run_1/placed.png
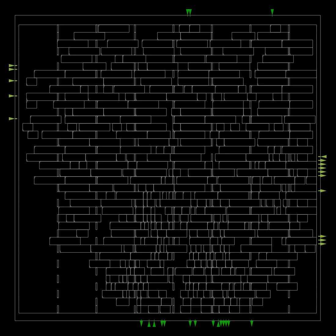
run_1/port_trees.png
Drawn at 2 px/µm.
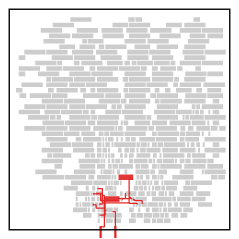
run_1/pinout.png
Drawn at 4 px/µm. Pins as bars across the die edge, other pins in grey.
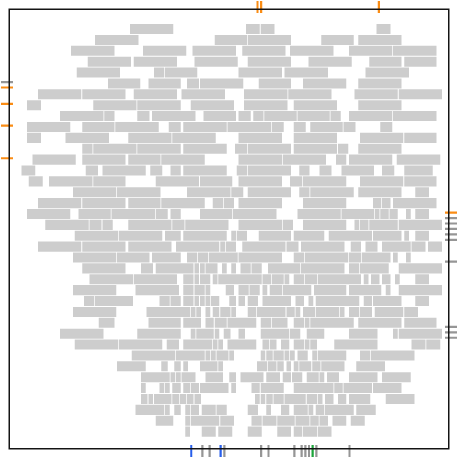
## src/rtl/uart_tx_fifo.sv

```systemverilog
// ---------------------------------------------------------------------------
// uart_tx_fifo
//   Byte FIFO plus launch sequencer that sits directly in front of a UART
//   transmitter. Producers push bytes at up to one per clock. The sequencer
//   pops one byte at a time and presents it to the UART enable/i_data/o_busy
//   handshake, preserving order. The byte is held stable for the whole frame,
//   and enable is never pulsed while the UART reports busy.
//
// Handshakes:
//   Push side : wr_en acts as valid and !full as ready. A byte is taken on a
//               rising edge where wr_en=1 and the registered full=0. A push
//               while full is dropped and reported by a one-cycle overflow.
//   UART side : uart_enable is a one-cycle launch pulse. uart_data is valid
//               from that cycle until uart_busy falls again. If busy never
//               rises within BUSY_TIMEOUT cycles of the pulse, timeout pulses
//               and the byte is treated as sent.
//
// Ports:
//   clk, reset    single clock, synchronous active-high reset
//   wr_en/wr_data push request and byte
//   full, count   FIFO status (count = entries queued)
//   overflow      1-cycle pulse: push rejected because the FIFO was full
//   uart_enable   1-cycle launch pulse to the UART
//   uart_data     byte to the UART, held for the whole frame
//   uart_busy     UART o_busy
//   timeout       1-cycle pulse: busy never rose after a launch
//   idle          sequencer idle and FIFO empty
//   o_dbg_state   current sequencer state, for debug and checkers
//
// BUSY_TIMEOUT must be >= 2. DEPTH must be a power of 2 and >= 2.
// ---------------------------------------------------------------------------
module uart_tx_fifo #(
  parameter int DATA_WIDTH   = 8,
  parameter int DEPTH        = 16,
  parameter int BUSY_TIMEOUT = 4
) (
  input  logic                    clk,
  input  logic                    reset,
  input  logic                    wr_en,
  input  logic [DATA_WIDTH-1:0]   wr_data,
  output logic                    full,
  output logic [$clog2(DEPTH):0]  count,
  output logic                    overflow,
  output logic                    uart_enable,
  output logic [DATA_WIDTH-1:0]   uart_data,
  input  logic                    uart_busy,
  output logic                    timeout,
  output logic                    idle,
  output logic [1:0]              o_dbg_state
);

  localparam int AW = $clog2(DEPTH);
  localparam int CW = AW + 1;
  localparam int TW = $clog2(BUSY_TIMEOUT + 1);

  localparam logic [1:0] S_IDLE      = 2'd0;
  localparam logic [1:0] S_LAUNCH    = 2'd1;
  localparam logic [1:0] S_WAIT_BUSY = 2'd2;
  localparam logic [1:0] S_WAIT_DONE = 2'd3;

  localparam logic [CW-1:0] DEPTH_C = CW'(DEPTH);
  // The timer starts at 0 in the first WAIT_BUSY cycle, which is already one
  // cycle after the enable pulse, and the timeout flag is registered. Firing
  // at BUSY_TIMEOUT-2 therefore makes timeout visible BUSY_TIMEOUT cycles
  // after uart_enable.
  localparam logic [TW-1:0] TIMER_LAST = TW'(BUSY_TIMEOUT - 2);

  logic [DATA_WIDTH-1:0] r_mem [DEPTH];
  logic [AW-1:0]         r_wr_ptr;
  logic [AW-1:0]         r_rd_ptr;
  logic [CW-1:0]         r_count;
  logic                  r_full;
  logic                  r_overflow;
  logic                  r_enable;
  logic [DATA_WIDTH-1:0] r_data;
  logic                  r_timeout;
  logic                  r_idle;
  logic [1:0]            r_state;
  logic [TW-1:0]         r_timer;

  logic                  w_push;
  logic                  w_pop;
  logic                  w_timer_done;
  logic [CW-1:0]         w_count_next;
  logic [1:0]            w_state_next;

  always_comb begin
    // Push uses the registered full, so a pop in the same cycle cannot make
    // room for a push that arrives while full.
    w_push       = wr_en && !r_full;
    w_pop        = (r_state == S_IDLE) && (r_count != '0) && !uart_busy;
    w_timer_done = (r_timer == TIMER_LAST);

    w_count_next = r_count;
    if (w_push && !w_pop) begin
      w_count_next = r_count + 1'b1;
    end else if (!w_push && w_pop) begin
      w_count_next = r_count - 1'b1;
    end

    w_state_next = r_state;
    case (r_state)
      S_IDLE:      if (w_pop) w_state_next = S_LAUNCH;
      S_LAUNCH:    w_state_next = S_WAIT_BUSY;
      S_WAIT_BUSY: begin
        if (uart_busy) begin
          w_state_next = S_WAIT_DONE;
        end else if (w_timer_done) begin
          w_state_next = S_IDLE;
        end
      end
      S_WAIT_DONE: if (!uart_busy) w_state_next = S_IDLE;
      default:     w_state_next = S_IDLE;
    endcase
  end

  // Storage is not reset: the pointers and count define which entries are live.
  always_ff @(posedge clk) begin
    if (w_push) begin
      r_mem[r_wr_ptr] <= wr_data;
    end
  end

  always_ff @(posedge clk) begin
    if (reset) begin
      r_wr_ptr   <= '0;
      r_rd_ptr   <= '0;
      r_count    <= '0;
      r_full     <= 1'b0;
      r_overflow <= 1'b0;
      r_enable   <= 1'b0;
      r_data     <= '0;
      r_timeout  <= 1'b0;
      r_idle     <= 1'b1;
      r_state    <= S_IDLE;
      r_timer    <= '0;
    end else begin
      // Pointers wrap naturally because DEPTH is a power of 2.
      if (w_push) begin
        r_wr_ptr <= r_wr_ptr + 1'b1;
      end
      if (w_pop) begin
        r_rd_ptr <= r_rd_ptr + 1'b1;
        r_data   <= r_mem[r_rd_ptr];
      end
      r_count    <= w_count_next;
      r_full     <= (w_count_next == DEPTH_C);
      r_overflow <= wr_en && r_full;
      r_state    <= w_state_next;
      // The pop edge is also the edge that enters LAUNCH, so the registered
      // enable is high for exactly the LAUNCH cycle.
      r_enable   <= w_pop;
      r_timeout  <= (r_state == S_WAIT_BUSY) && !uart_busy && w_timer_done;
      r_idle     <= (w_state_next == S_IDLE) && (w_count_next == '0);
      if (r_state == S_LAUNCH) begin
        r_timer <= '0;
      end else if (r_state == S_WAIT_BUSY) begin
        r_timer <= r_timer + 1'b1;
      end
    end
  end

  assign full        = r_full;
  assign count       = r_count;
  assign overflow    = r_overflow;
  assign uart_enable = r_enable;
  assign uart_data   = r_data;
  assign timeout     = r_timeout;
  assign idle        = r_idle;
  assign o_dbg_state = r_state;

endmodule

```

## config.mk

```make
export PLATFORM = sky130hd
export DESIGN_NAME = uart_tx_fifo
export DESIGN_NICKNAME = d
export VERILOG_FILES = /design/src/rtl/uart_tx_fifo.sv
export SDC_FILE = /design/constraint.sdc
export NUM_CORES = 1
export LEC_CHECK = 0
export ABC_AREA = 0
export CORE_UTILIZATION = 55
export CTS_BUF_LIST = sky130_fd_sc_hd__clkbuf_4
export CTS_CLUSTER_DIAMETER = 100
export CTS_CLUSTER_SIZE = 10
export DETAILED_ROUTE_END_ITERATION = 10
export PLACE_DENSITY = 0.84
export SLEW_MARGIN = 5
export SYNTH_ARGS = -nofsm -noshare
export SYNTH_HDL_FRONTEND = slang
export SYNTH_SLANG_ARGS = --single-unit
```

## constraint.sdc

```tcl
create_clock -name clk -period 2.4 [get_ports clk]
set_clock_uncertainty 0.1 [all_clocks]
set_input_delay 0.48 -clock clk [delete_from_list [all_inputs] [get_ports clk]]
set_output_delay 0.48 -clock clk [all_outputs]
set_load 0.005 [all_outputs]
```

==> run notes, run 1 <==
Summary of the current implementation state.

- In the layout the commonest cells are edfxtp_1, clkdlybuf4s50_1, mux4_2, dfxtp_1, buf_4.
- The layout overhead on the synthesized area is 14.87%, for reference.
- The fraction of post-synthesis cell area in the top cell type by area is between 60 and 70%, for reference.
- The post-placement setup slack is -0.01527 ns, for reference.
- The via count of the first global-routing pass is between 3000 and 4000, for reference.
- Measured in cells, the most critical reg-to-reg path has a length of 7.
- The number of buffers between clock root and the deepest sink is 2, for reference.
- The class of the tightest hold or removal check is reg2reg, for reference.
- The first-iteration detailed-routing DRC count is between 200 and 300, for reference.
- Hold repair after CTS inserted 0 buffers.
- For this run, the chip area from Yosys synthesis comes to roughly 6400 µm².
- Of the total synthesized cell area, the portion taken by AND-OR and OR-AND cells is 5.750%.
- The highest routing layer actually used is met4, for reference.
- After its last routability iteration, the placer logged a weighted congestion of 0.8678.
- The area taken by flip-flops and latches is about 4500 µm², for reference.
- The initial antenna violation count is 0, for reference.
- In the Yosys report, the sequential cells make up 70.26% of the chip area.
- The clock tree from TritonCTS is yes, for reference.
- Yosys attributes the largest share of cell area to edfxtp_1, mux4_2, dfxtp_1, ha_1, nor2_1.
- 0 antenna diodes ended up in the layout.
- The power report attributes to the clock group a share of between 20% and 30%.
- Hold-check failures listed in the final report amount to 0.
- Subtracting the final worst setup slack from the clock period gives ~2.3 ns.
- The class of the most critical setup path is reg2reg, for reference.
- The reg-to-reg setup timing slack is 0.12 ns, for reference.
- Data arrives at the worst endpoint at between 2 and 3 ns.
- Synthesis instantiated about 47 different standard cells from the library.
- The first global-routing pass estimated roughly 19 mm of wire.
- The net switching power in the latest report is roughly 0.0018 W.
- At the worst endpoint, the required time is between 2 and 3 ns.
- The biggest fanout along the worst timing path is 4, for reference.
- After floorplanning, the core was sized to cover 11030 µm².
- The slowest stage of the critical path is the or4b_4 cell.
- The number of antenna-violating nets in the routed design is 0, for reference.
- The routed design shows a wire length per standard cell of ~21 µm.
- The endpoint of the worst setup timing path is idle, for reference.
- The number of synthesized flops with an enable pin is ~130, for reference.
- The run finished with clean final reports.
- The achievable clock frequency is ~440 MHz, for reference.
- The H-tree was split into 4 levels.
- The busiest layer in global routing is met2, for reference.
- The total routing resource utilization after global routing is between 20% and 30%, for reference.
- The combined area of the multi-input logic cells is around 1700 µm², for reference.
- The leading cell type by number of instances after synthesis is edfxtp_1, for reference.
- Looking at the max-slew report, the worst-margin pin has a slew of 0.6034 ns.
Back to the opening pictures, placed.png:
number of cells in the finished layout apart from fillers: 590
fillers: 732
Final Core Density: 66.16%
number of placement rows: 38
number of sequential cells: 159

Back to the opening pictures, port_trees.png:
- red: o_dbg_state (bits 2; direction output; edge south; end cells 2; buffers 2; wire 130 µm)

Back to the opening pictures, pinout.png:
- orange: wr_data (pins 8; direction input; edge 4 west, 3 north, 1 east)
- blue: o_dbg_state (pins 2; direction output; edge south)
- green: full (pins 1; direction output; edge south)
- all pins by edge: 14 south, 10 east, 5 west, 3 north

[run 1: per-stage QoR]
stage          instance area, µm²  hold slack, ns
6_report                     7298          0.3954
5_1_grt                      7298          0.4233
4_1_cts                      7296          0.3976
3_5_place_dp                 6995          0.3747
3_3_place_gp                 6995          0.3631
2_1_floorplan                6354          0.3660
[run 1: registers in the layout, summed over array words and instances (netlist names)]
register,count
uart_enable,1
r_wr_ptr,4
r_timer,3
idle,1
r_rd_ptr,4
r_mem,128
timeout,1
o_dbg_state,2
count,5
overflow,1
full,1
uart_data,8
[run 1: critical path: cells and delay by family (launching register included)]
family,cells,cell delay [ns]
AND-OR/OR-AND,3,0.73
XOR/XNOR,1,0.17
adder cells (fa/ha/maj),1,0.22
buffers and inverters,1,0.11
flip-flops,1,0.33
AND/OR/NAND/NOR,1,0.52
[run 1: power by group through the flow]
stage          logic, W  registers (W)  clock network (W)
2_1_floorplan   0.00102        0.00324                  0
3_3_place_gp    0.00141        0.00328                  0
3_5_place_dp    0.00146        0.00329                  0
4_1_cts         0.00146        0.00323            0.00168
5_1_grt         0.00157        0.00324            0.00180
6_report        0.00146        0.00322            0.00165
[run 1: worst min-delay path by stage]
| stage | end | slack (ns) |
|---|---|---|
| floorplan | uart_data[0] | 0.37 |
| global placement | uart_data[2] | 0.36 |
| detailed placement | uart_data[6] | 0.37 |
| CTS | uart_data[6] | 0.40 |
| global route | uart_data[5] | 0.42 |
| finish | uart_data[6] | 0.40 |
[run 1: layout make-up]
class	count	share of cell area (%)
Clock buffer	17	1.749
Clock inverter	15	2.366
Timing Repair Buffer	63	7.886
Inverter	9	0.4629
Sequential cell	159	61.19
Multi-Input combinational cell	187	23.95
Tap cell	140	2.400
--- run 2 (diff from run 1) ---
--- a/config.mk
+++ b/config.mk
@@ -6,12 +6,15 @@
 export NUM_CORES = 1
 export LEC_CHECK = 0
 export ABC_AREA = 0
-export CORE_UTILIZATION = 55
+export CELL_PAD_IN_SITES_DETAIL_PLACEMENT = 1
+export CELL_PAD_IN_SITES_GLOBAL_PLACEMENT = 1
+export CORE_UTILIZATION = 50
 export CTS_BUF_LIST = sky130_fd_sc_hd__clkbuf_4
 export CTS_CLUSTER_DIAMETER = 100
 export CTS_CLUSTER_SIZE = 10
 export DETAILED_ROUTE_END_ITERATION = 10
-export PLACE_DENSITY = 0.84
+export PLACE_DENSITY = 0.87
+export RECOVER_POWER = 50
 export SLEW_MARGIN = 5
 export SYNTH_ARGS = -nofsm -noshare
 export SYNTH_HDL_FRONTEND = slang
run_2/port_trees.png
Drawn at 2 px/µm.
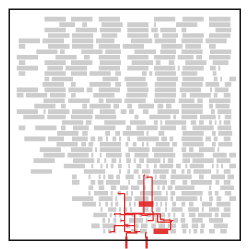
- red: o_dbg_state (bits 2; direction output; edge south; end cells 2; buffers 2; wire 185 µm)

run_2/pinout.png
Drawn at 4 px/µm. Pins as bars across the die edge, other pins in grey.
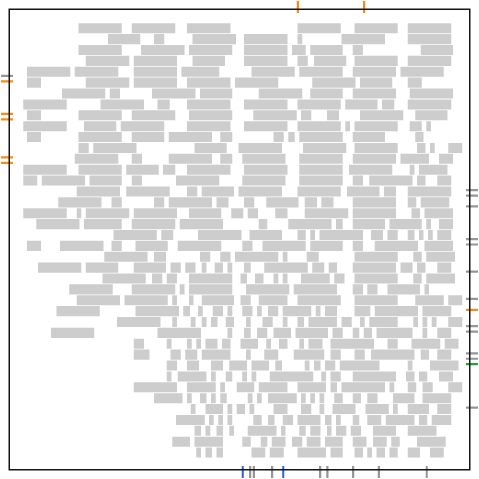
- blue: o_dbg_state (pins 2; direction output; edge south)
- orange: wr_data (pins 8; direction input; edge 5 west, 2 north, 1 east)
- green: full (pins 1; direction output; edge east)
- all pins by edge: 14 east, 10 south, 6 west, 2 north

==> run 2 against run 1 <==
  * Sequential power about the same
  * Die size up 9.8%
  * Final area about the same
  * Synthesized cell count unchanged
  * Combinational power up 4%
  * Global-route usage up 1.1 points
  * Flip-flop count unchanged
==> run notes, run 2 <==
Summary of the current implementation state.

- The minimum clock period is 2.337 ns, for reference.
- After detailed placement, the total cell area comes to ~7000 µm².
- TritonCTS built the clock tree.
- Data arrives at the worst endpoint at between 1.5 and 2 ns.
- The register with the most flip-flops in the layout has 128 of them.
- The initial antenna violation count came to 0.
- The count of unique library cells instantiated by Yosys is 47, for reference.
- The share of the core filled with cells is ~60%, for reference.
- CTS built an H-tree with a depth of 4.
- The layout overhead on the synthesized area is 14.77%, for reference.
- Data on the critical path is required at its endpoint by 1.82 ns.
- After the first detailed-routing iteration, the DRC count stood at roughly 380.
- The run finished with clean final reports.
- The class of the tightest hold or removal check is reg2reg, for reference.
- In this run, the clock network consumes between 20 and 25% of the power.
- Nets still carrying antenna violations after routing amount to 0.
- In this run, post-CTS hold repair placed 0 buffers.
- The class of the most critical setup path is reg2out, for reference.
- Looking at the clock tree report, the maximum root-to-sink buffer count equals 2.
- The fraction of post-synthesis cell area in the top cell type by area is about 60%, for reference.
- The most flop-heavy register is r_mem, for reference.
- The first global-routing pass estimated between 20 and 25 mm of wire.
- After routing the design area is between 7000 and 8000 µm².
- The timing report attributes the biggest portion of critical-path delay to flip-flops.
- The final hold violation count recorded for this run is 0.
- The slew of the pin with the lowest slew margin is 0.7071 ns, for reference.
- The reg-to-reg setup timing slack is about 0.1 ns, for reference.
- The total routing resource utilization after global routing is about a quarter, for reference.
run_2/placed.png
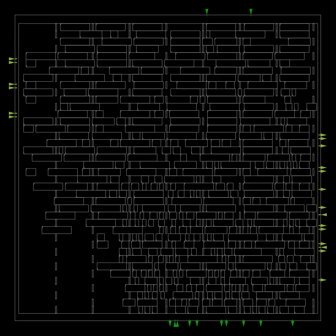
number of cells in the finished layout apart from fillers: 618
area of the core: 12210 µm²
number of placement rows: 40
fillers: 1171
fraction of area in registers: 61.24%

run 2: cell counts after synthesis:
Identical to the previous run, type by type.
run 2: cells by family (layout without fill, tap and decap cells):
family | Yosys count | count (layout) | synth area share [%]
flops | 159 | 159 | 70.26
fa+ha+maj | 9 | 9 | 1.772
buf+inv | 28 | 104 | 2.265
compound gates | 47 | 47 | 5.751
simple gates | 90 | 90 | 7.089
mux | 33 | 33 | 11.64
xor+xnor | 8 | 8 | 1.221
run 2: stage by stage:
step	hold WS [ns]	setup WS, ns
2_1_floorplan	0.3660	0.1780
3_3_place_gp	0.3600	0.05198
3_5_place_dp	0.3690	-0.2396
4_1_cts	0.3910	0.002772
5_1_grt	0.4130	0.008337
6_report	0.3868	0.06277
run 2: path summary, 6_finish.rpt:
kind                     to  cells after the start
max          o_dbg_state[1]                      1
min            uart_data[0]                      2
max reg2reg            full                      7
min reg2reg    uart_data[0]                      2
run 2: cell type report:
| cell class | instances | area, µm² | share of cell area [%] |
|---|---|---|---|
| flip-flops and latches | 159 | 4466 | 61.24 |
| repair buffers | 63 | 545.5 | 7.481 |
| well taps | 168 | 210.2 | 2.883 |
| multi-input cells | 187 | 1764 | 24.19 |
| clock inverters | 15 | 145.1 | 1.990 |
| clock buffers | 17 | 127.6 | 1.750 |
| inverters | 9 | 33.78 | 0.4633 |
run 2: layer usage:
layer	GRT usage (%)	wire, µm
met3	5.347	698
met2	40.85	7476
met5	0	0
met1	29.66	5787
met4	10.48	352
run 2: power groups by stage:
stage               clock network (W)  logic (W)  registers, W
finish                        0.00155    0.00152       0.00320
global route                  0.00167    0.00164       0.00321
CTS                           0.00157    0.00152       0.00320
detailed placement                  0    0.00150       0.00326
global placement                    0    0.00142       0.00324
floorplan                           0    0.00102       0.00324
--- run 3 (diff from run 2) ---
--- a/config.mk
+++ b/config.mk
@@ -5,7 +5,7 @@
 export SDC_FILE = /design/constraint.sdc
 export NUM_CORES = 1
 export LEC_CHECK = 0
-export ABC_AREA = 0
+export ABC_AREA = 1
 export CELL_PAD_IN_SITES_DETAIL_PLACEMENT = 1
 export CELL_PAD_IN_SITES_GLOBAL_PLACEMENT = 1
 export CORE_UTILIZATION = 50
@@ -13,7 +13,7 @@
 export CTS_CLUSTER_DIAMETER = 100
 export CTS_CLUSTER_SIZE = 10
 export DETAILED_ROUTE_END_ITERATION = 10
-export PLACE_DENSITY = 0.87
+export PLACE_DENSITY = 0.92
 export RECOVER_POWER = 50
 export SLEW_MARGIN = 5
 export SYNTH_ARGS = -nofsm -noshare
run_3/pinout.png
Drawn at 4 px/µm. Pins as bars across the die edge, other pins in grey.
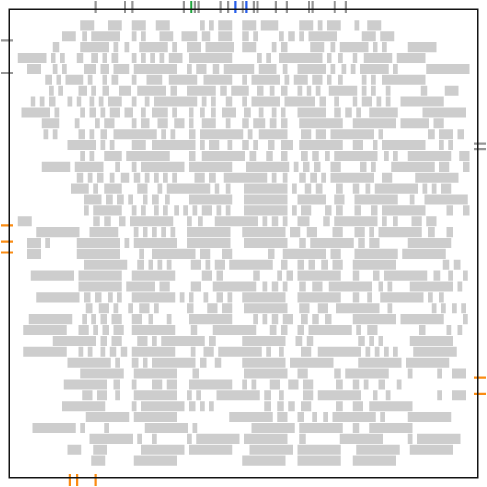
- orange: wr_data (pins 8; direction input; edge 3 west, 3 south, 2 east)
- green: full (pins 1; direction output; edge north)
- blue: o_dbg_state (pins 2; direction output; edge north)

run_3/layers.png
Drawn at 4 px/µm. Only two layers are drawn.
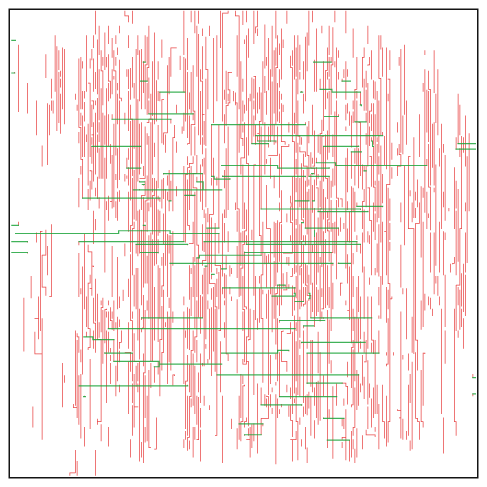
- green: M3 (wire length 959 µm)
- red: M2 (wire length 9400 µm)

==> run 3 against run 2 <==
  * Clock-buffer cell count unchanged
  * Core utilization down 0.69 points
  * Area after synthesis up 3.6%
  * Non-clock buffer count down 1
  * Die size up 3.5%
  * Final cell count up 35%
  * Combinational power up 23%
  * Via count up 32%
  * Critical endpoint is now count[2]
==> run notes, run 3 <==
Summary of the current implementation state.

- The flow ran to the end, and the final reports show no timing, DRC or antenna violations.
- The setup path with the least slack is of type reg2out.
- The leading cell type by number of instances after synthesis is nor2_1, for reference.
- The kind of cell adding the most delay to the critical path is buffers and inverters, for reference.
- The biggest fanout along the worst timing path is 7, for reference.
- The floorplan core area is 12720 µm², for reference.
- The register with the most flip-flops in the layout has about 130 of them.
- The data required time at the worst endpoint is around 1.8 ns, for reference.
- The xor/xnor cell area share of the yosys netlist is less than 1%, for reference.
- Buffers inserted to repair hold after CTS numbered 0.
- Registers take 4467 µm².
- The antenna cell count is 0, for reference.
- The minimum clock period is between 2 and 2.5 ns, for reference.
- The highest-delay cell along the critical path is clkdlybuf4s50_1, for reference.
- The number of synthesized flops with an enable pin is approximately 130, for reference.
- The H-tree level count is 4, for reference.
- Final hold analysis gives a worst-case slack of approximately 0.4 ns.
- TritonCTS built the clock tree.
- The length of routed met3 wiring is about 960 µm, for reference.
- After detailed routing, the average wire length per cell comes to 21.95 µm.
- The multiplexer area fraction after synthesis is 0%, for reference.
- The worst min-delay path endpoint is overflow, for reference.
- The first-iteration detailed-routing DRC count is 489, for reference.
- Per the final timing report, the hold violations number 0.
- The layout overhead on the synthesized area is 14.09%, for reference.
- Per the gpl log, the routability congestion estimate is between 0.8 and 0.9.
- The via count of the first global-routing pass came to approximately 4900.
- The total routing resource utilization after global routing is 28.88%, for reference.
- The highest routing layer actually used is met4, for reference.
- Along the critical path, the tally of buffer and inverter instances is 1.
- For the worst reg-to-reg path, the endpoint reported by OpenROAD is uart_data[4].
- Based on the critical path, the design can be clocked at up to roughly 450 MHz.
- The fraction of post-synthesis cell area in the top cell type by area is about three fifths, for reference.
- STA puts the critical path data arrival time at 1.62 ns.
- The most flop-heavy register is r_mem, for reference.
- Along the worst hold path, the cell count comes to 3.
- In this run the remaining antenna-violating nets after routing total 0.
- The initial antenna violation count came to 0.
- The simple-gate share of the synthesized area is between 15 and 20%, for reference.
- The compound-gate portion of the synthesized area is a little over a tenth, for reference.
- The netlist uses 29 different library cells.
- For this run, the chip area from Yosys synthesis comes to roughly 6600 µm².
- The global-route wire length before repair is 27.79 mm, for reference.
- Sequential cells were found to cover about two thirds of the synthesized design area.
- Per the layout area report, the combinational gate area comes to 1827 µm².
- The slew of the pin with the lowest slew margin is 1.044 ns, for reference.
- In the final layout, the fill cell count is between 1000 and 1500.
- After synthesis, the cell types taking the most area are edfxtp_1, dfxtp_1, nor2_1, o21ai_0, o211ai_1.
- Per the synthesis report, the adder-cell share of the synthesized area is 1.711%.
run_3/sizing.png
Drawn at 4 px/µm.
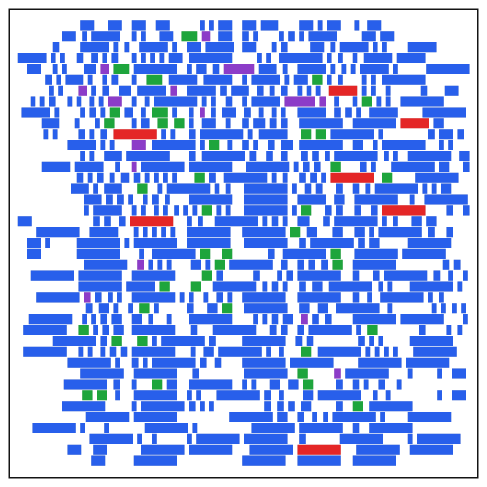
- blue: x1 and smaller (cells 599; share 90%; most used nor2_1)
- red: x6 and larger (cells 7; share 1.1%; most used bufinv_16)
- purple: x2 (cells 15; share 2.3%; most used clkinv_2)
- green: x3 and x4 (cells 41; share 6.2%; most used buf_4)

-- run 3: cell count changes after synthesis, sizes merged, moves of 8 or more --
cell / change
nor2: +119
a22o: -8
nand3: +34
o211ai: +29
mux4: -32
o22ai: -8
nand2: +23
inv: +28
o21ai: +73
a221oi: -8
-- run 3: power breakdown --
group / internal, W / switching [W]
combinational: 0.000657 / 0.00121
clock: 0.000908 / 0.000914
sequential: 0.00311 / 0.000167
total: 0.00468 / 0.00230
-- run 3: area by class of cell --
| class | instances | share of cell area [%] |
|---|---|---|
| Multi-Input combinational cell | 371 | 24.33 |
| Sequential cell | 159 | 59.49 |
| Timing Repair Buffer | 62 | 7.065 |
| Clock inverter | 15 | 2.650 |
| Inverter | 38 | 1.900 |
| Clock buffer | 17 | 1.700 |
| Tap cell | 172 | 2.866 |
-- run 3: cell families (layout without fill, tap and decap cells) --
group	count (synthesis)	in the layout
buffers and inverters	67	132
flip-flops	159	159
adder cells (fa/ha/maj)	9	9
XOR/XNOR	2	2
AND/OR/NAND/NOR	238	238
AND-OR/OR-AND	122	122
-- run 3: stage by stage --
step | worst slack (ns) | cell area [µm²] | utilization (%) | cells | power (W)
2_1_floorplan | 0.5372 | 6581 | - | 597 | 0.004460
3_3_place_gp | 0.1905 | 7219 | 56.75 | 802 | 0.005030
3_5_place_dp | 0.08922 | 7219 | 56.75 | 802 | 0.005210
4_1_cts | 0.1750 | 7546 | 59.31 | 834 | 0.007006
5_1_grt | 0.1209 | 7508 | 59.02 | 834 | 0.007324
6_report | 0.1996 | 7508 | 59.02 | 834 | 0.006975
-- run 3: per-layer routing --
metal	global-route usage, %	vias to the layer above
met4	12.41	0
met1	35.54	2385
met2	48.80	145
li1	-	2190
met3	6.902	45
met5	0	-
Power and IR drop assume default switching activity.
